**src/rtl/alu_pkg.sv**
```systemverilog
// rtl/alu_pkg.sv - shared types and default latencies for the ALU sequencer
package alu_pkg;

  typedef enum logic [1:0] {
    CMD_ADD  = 2'b00,
    CMD_SUB  = 2'b01,
    CMD_MULT = 2'b10,
    CMD_DIV  = 2'b11
  } alu_cmd_e;

  typedef enum logic [1:0] {
    ST_IDLE,
    ST_EXEC,
    ST_DONE
  } alu_seq_state_e;

  localparam int DEF_ADD_LAT  = 1;
  localparam int DEF_MULT_LAT = 2;
  localparam int DEF_DIV_LAT  = 4;

  function automatic int lat_max3(input int x, input int y, input int z);
    int m;
    m = x;
    if (y > m) m = y;
    if (z > m) m = z;
    return m;
  endfunction

endpackage

```
**src/rtl/alu_lat_cnt.sv**
```systemverilog
// rtl/alu_lat_cnt.sv - loadable down-counter timing a unit's fixed latency
module alu_lat_cnt #(
  parameter int MAX_LAT = 4,
  localparam int CW = (MAX_LAT > 1) ? $clog2(MAX_LAT) : 1
) (
  input  logic          clk,
  input  logic          rst,
  input  logic          load,
  input  logic [CW-1:0] load_value,
  output logic [CW-1:0] value,
  output logic          zero
);

  assign zero = (value == '0);

  // Parks at zero so a late capture still sees a stable terminal count.
  always_ff @(posedge clk or posedge rst) begin
    if (rst) begin
      value <= '0;
    end else if (load) begin
      value <= load_value;
    end else if (!zero) begin
      value <= value - 1'b1;
    end
  end

endmodule

```
**src/rtl/alu_seq_ctrl.sv**
```systemverilog
// rtl/alu_seq_ctrl.sv - one-at-a-time command sequencer for the add/mult/div units
module alu_seq_ctrl
  import alu_pkg::*;
#(
  parameter int IN_WL    = 15,
  parameter int OUT_WL   = 16,
  parameter int ADD_LAT  = DEF_ADD_LAT,
  parameter int MULT_LAT = DEF_MULT_LAT,
  parameter int DIV_LAT  = DEF_DIV_LAT
) (
  input  logic              clk,
  input  logic              rst,
  input  logic              cmd_valid,
  output logic              cmd_ready,
  input  logic [1:0]        cmd,
  input  logic [IN_WL-1:0]  a,
  input  logic [IN_WL-1:0]  b,
  output logic              res_valid,
  input  logic              res_ready,
  output logic [OUT_WL-1:0] res,
  output logic              res_err,
  output logic              busy,
  output logic [15:0]       op_count,
  output logic [IN_WL-1:0]  add_nsub_a,
  output logic [IN_WL-1:0]  add_nsub_b,
  output logic              add_or_sub,
  input  logic [OUT_WL-1:0] add_nsub_r,
  output logic [IN_WL-1:0]  mult_a,
  output logic [IN_WL-1:0]  mult_b,
  input  logic [OUT_WL-1:0] mult_r,
  output logic [IN_WL-1:0]  div_a,
  output logic [IN_WL-1:0]  div_b,
  input  logic [OUT_WL-1:0] div_r
);

  localparam int MAX_LAT = lat_max3(ADD_LAT, MULT_LAT, DIV_LAT);
  localparam int CW = (MAX_LAT > 1) ? $clog2(MAX_LAT) : 1;

  alu_seq_state_e    state;
  alu_cmd_e          cmd_q;
  alu_cmd_e          cmd_e;
  logic              accept;
  logic              div_zero;
  logic [CW-1:0]     cnt_init;
  logic [CW-1:0]     cnt_value;
  logic              cnt_zero;
  logic              unused_cnt;
  logic [OUT_WL-1:0] sat_res;
  logic [OUT_WL-1:0] unit_r;

  assign cmd_e      = alu_cmd_e'(cmd);
  assign cmd_ready  = (state == ST_IDLE);
  assign accept     = cmd_valid & cmd_ready;
  assign div_zero   = (cmd_e == CMD_DIV) && (b == '0);
  assign unused_cnt = ^cnt_value;

  // Divide-by-zero saturates toward the sign of the dividend.
  assign sat_res = a[IN_WL-1] ? {1'b1, {(OUT_WL-1){1'b0}}}
                              : {1'b0, {(OUT_WL-1){1'b1}}};

  always_comb begin
    cnt_init = '0;
    case (cmd_e)
      CMD_ADD, CMD_SUB: cnt_init = CW'(ADD_LAT - 1);
      CMD_MULT:         cnt_init = CW'(MULT_LAT - 1);
      CMD_DIV:          cnt_init = CW'(DIV_LAT - 1);
      default:          cnt_init = '0;
    endcase
  end

  always_comb begin
    unit_r = add_nsub_r;
    case (cmd_q)
      CMD_MULT: unit_r = mult_r;
      CMD_DIV:  unit_r = div_r;
      default:  unit_r = add_nsub_r;
    endcase
  end

  alu_lat_cnt #(.MAX_LAT(MAX_LAT)) u_lat_cnt (
    .clk        (clk),
    .rst        (rst),
    .load       (accept),
    .load_value (cnt_init),
    .value      (cnt_value),
    .zero       (cnt_zero)
  );

  always_ff @(posedge clk or posedge rst) begin
    if (rst) begin
      state      <= ST_IDLE;
      cmd_q      <= CMD_ADD;
      res_valid  <= 1'b0;
      res        <= '0;
      res_err    <= 1'b0;
      busy       <= 1'b0;
      op_count   <= '0;
      add_nsub_a <= '0;
      add_nsub_b <= '0;
      add_or_sub <= 1'b0;
      mult_a     <= '0;
      mult_b     <= '0;
      div_a      <= '0;
      div_b      <= '0;
    end else begin
      case (state)
        ST_IDLE: begin
          if (cmd_valid) begin
            cmd_q <= cmd_e;
            busy  <= 1'b1;
            if (div_zero) begin
              state     <= ST_DONE;
              res       <= sat_res;
              res_err   <= 1'b1;
              res_valid <= 1'b1;
            end else begin
              state <= ST_EXEC;
              // Operand registers double as the command latch for the window.
              case (cmd_e)
                CMD_ADD, CMD_SUB: begin
                  add_nsub_a <= a;
                  add_nsub_b <= b;
                  add_or_sub <= (cmd_e == CMD_ADD);
                end
                CMD_MULT: begin
                  mult_a <= a;
                  mult_b <= b;
                end
                default: begin
                  div_a <= a;
                  div_b <= b;
                end
              endcase
            end
          end
        end
        ST_EXEC: begin
          if (cnt_zero) begin
            res       <= unit_r;
            res_err   <= 1'b0;
            res_valid <= 1'b1;
            state     <= ST_DONE;
          end
        end
        ST_DONE: begin
          if (res_ready) begin
            state      <= ST_IDLE;
            res_valid  <= 1'b0;
            busy       <= 1'b0;
            op_count   <= op_count + 16'd1;
            add_nsub_a <= '0;
            add_nsub_b <= '0;
            add_or_sub <= 1'b0;
            mult_a     <= '0;
            mult_b     <= '0;
            div_a      <= '0;
            div_b      <= '0;
          end
        end
        default: state <= ST_IDLE;
      endcase
    end
  end

endmodule

```
**config.mk**
```make
export PLATFORM = sky130hd
export DESIGN_NAME = alu_seq_ctrl
export DESIGN_NICKNAME = d
export VERILOG_FILES = /design/src/rtl/alu_pkg.sv /design/src/rtl/alu_lat_cnt.sv /design/src/rtl/alu_seq_ctrl.sv
export SDC_FILE = /design/constraint.sdc
export NUM_CORES = 1
export LEC_CHECK = 0
export CORE_MARGIN = 1.5
export CORE_UTILIZATION = 40
export CTS_BUF_LIST = sky130_fd_sc_hd__clkbuf_4 sky130_fd_sc_hd__clkbuf_8 sky130_fd_sc_hd__clkbuf_16
export CTS_CLUSTER_SIZE = 25
export DETAILED_ROUTE_END_ITERATION = 8
export PLACE_DENSITY = 0.8
export SLEW_MARGIN = 20
export SYNTH_ARGS = -nofsm -noshare
export SYNTH_HDL_FRONTEND = slang
export SYNTH_SLANG_ARGS = --single-unit
```
**constraint.sdc**
```tcl
create_clock -name clk -period 4 [get_ports clk]
set_input_delay 0.4 -clock clk [delete_from_list [all_inputs] [get_ports clk]]
set_output_delay 0.4 -clock clk [all_outputs]
set_load 0.02 [all_outputs]
```
Placement view:
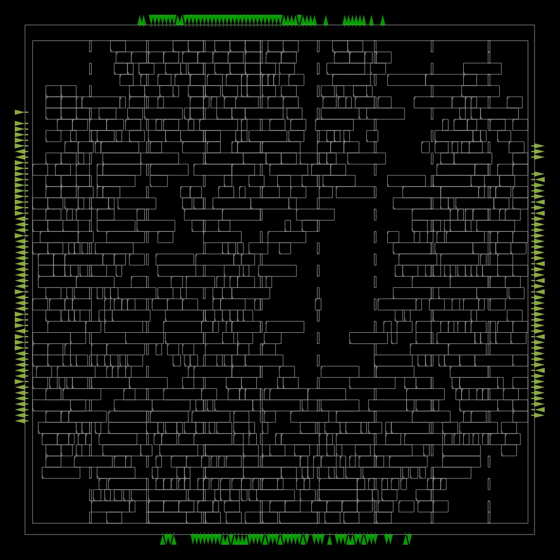
Layout Cells excl Fill: 949
n_taps: 180
Seq/total area: 38.4%
row count: 43
core area: 14,000 µm²

Signal wires by layer:
Scale: 3 px per µm. Two of the layers only.
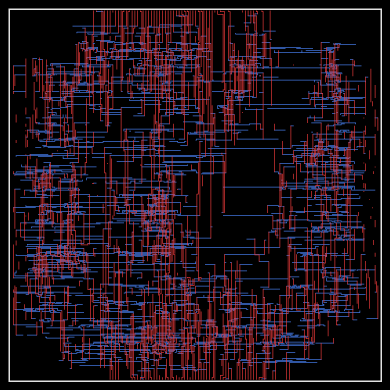
[metal 2] red | wire length: 7,830 µm
[metal 1] blue | wire length: 6,480 µm
wire length per cell: 16.6 µm
total number of vias: 4,854
total track usage: 21.5%

Cells coloured by class:
Scale: 2 px per µm.
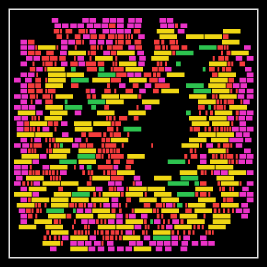
[remaining buffers and delay cells] magenta | cells: 215 | share of their area: 26%
[clock drivers and dummy loads] green | cells: 32 | share of their area: 6.5%
[sequential cells] yellow | cells: 132 | share of their area: 39%
[combinational and other logic] red | cells: 390 | share of their area: 28%
fin util: 61.3%
final instance area: 8600 µm²

==> deck_impl_summary.md <==
Key Metrics from the Run

Outcome
  – Status: finished clean

Critical path
  – CP endpoint kind: register
  – Origin of the critical flop-to-flop path: state[0]
  – Worst setup startpoint: b[1]
  – Reg2Reg Depth: 4
  – Crit path max fanout: 19

Placed design
  – Routability cong.: 0.797
  – Pre-CTS WS: 1.32 ns
  – Cell count after placement: 917

Clock network
  – Sink Count: 132
  – CTS buffer count: 17

Layout
  – Logic cell area: 2280 µm²
  – Commonest Layout Cell: clkdlybuf4s50_1
  – Registers: 132
  – P&R area growth vs syn: 48.2%
  – Sequential cell area: 3300 µm²
  – Layout clock area frac: 6.37%
  – Non-clock inverters: 24
  – Buffer share of cell area: 25.0%

Timing
  – Setup TNS Final: 0 ns
  – Max transition margin: 36.0%
  – Final period util: 57.0%
  – Final Hold Fails: 0
  – Final Skew: 0.00788 ns
  – Minimum clock period: 2.28 ns
  – RSZ-0062 raised after global routing: false
  – Final hold slack: 0.477 ns
  – Final setup fails: 0
  – Fmax achieved: 438 MHz

Yosys
  – Main synth FF type: dfrtp_1
  – # Cells Yosys: 554
  – Number of enable flip-flop cells: 0
  – Post-synthesis sequential area ratio: 56.9%
  – Mapped Nets: 640

Hold path
  – Hold Path Class: reg -> reg
  – Hold_sp: div_b[1]

GRT
  – Number of global-route vias before repair: 4,943
  – GRT overflow: 0
  – Largest net degree at the start of global routing: 82

Detailed routing
  – Detailed Route Iter0 Violations: 250
  – DRT antenna net count: 0
  – WL final: 15.8 mm
  – Vias per cell: 5.11
  – DRC: 0

Floorplan
  – I/O Pins: 211
  – Initial Util: 41.4%

Pwr
  – Pwr Density: 808 nW/µm²
Where the registers sit:
Scale: 4 px per µm. Other sequential cells in the stronger grey, the rest of the logic in the fainter grey.
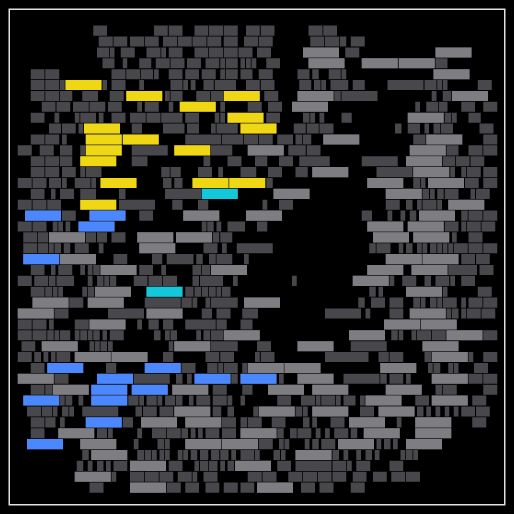
[state] cyan | placed flops: 2
[res] yellow | placed flops: 16
[div_b] blue | placed flops: 15
not coloured: 99

M3 wires:
Scale: 3 px per µm.
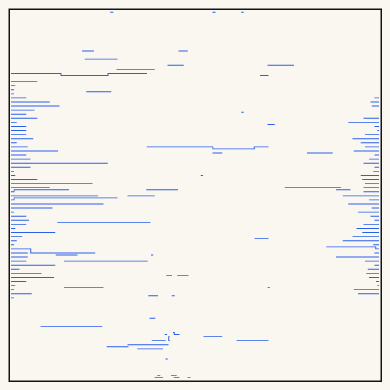
share of all routed wire: 6.8%
main direction: horizontal
nets with wire on the layer: 131

-- flip-flops by register name, indices dropped and copies added (netlist names), 15 cells and up --
register / flops
add_nsub_a: 15
add_nsub_b: 15
op_count: 16
div_b: 15
mult_a: 15
mult_b: 15
div_a: 15
res: 16
-- where the power goes --
group | switching, mW | internal [mW]
registers | 0.457 | 1.91
clock network | 0.575 | 0.854
logic | 1.61 | 1.55
total | 2.64 | 4.31
-- logic make-up (layout without fill, tap and decap cells) --
kind of cell	after synthesis	after routing	synth area share, %
fa+ha+maj	2	2	0.431
simple gates	188	188	14.5
buf+inv	56	271	4.37
flops	132	132	56.9
compound gates	110	110	12.0
mux	50	50	9.39
xor+xnor	16	16	2.41
-- worst paths after layout --
path                               end
max                             res[2]
min                           div_b[1]
max reg2reg                     res[1]
min reg2reg                   div_b[1]
max in group asynchronous     div_a[8]
min in group asynchronous  op_count[4]
-- critical path, cell delays in order --
cell and delay, ns:
clkdlybuf4s50_1 0.46, nor4_1 0.34, nand4_1 0.29, o21ai_4 0.65
mux2_2 0.41
-- synth_stat cells (2+ instances only) --
cell type	instances	area (µm²)
dfrtp_1	132	3300
nand2_1	113	424
o21ai_0	64	320
nor2_1	37	139
mux2i_1	32	320
inv_1	24	90.1
clkbuf_1	18	67.6
a21o_1	17	128
a211o_1	15	131
mux2_2	12	135
buf_2	10	50.1
xnor2_1	9	78.8
nand3_1	8	40.0
xor2_1	7	61.3
mux2_4	6	90.1
a21oi_1	4	20.0
nand2b_1	4	25.0
nand4_1	4	25.0
nor3_1	4	20.0
nor4_1	4	25.0
o21bai_1	3	22.5
buf_4	2	15.0
ha_1	2	25.0
nor4_2	2	25.0
-- per-layer routing --
metal  up-vias  wire [µm]
li1       2274          -
met1      2374       6480
met2       175       7830
met3        31       1080
met4         0        408
met5         -          0
Power is estimated from default activity; no workload was simulated.
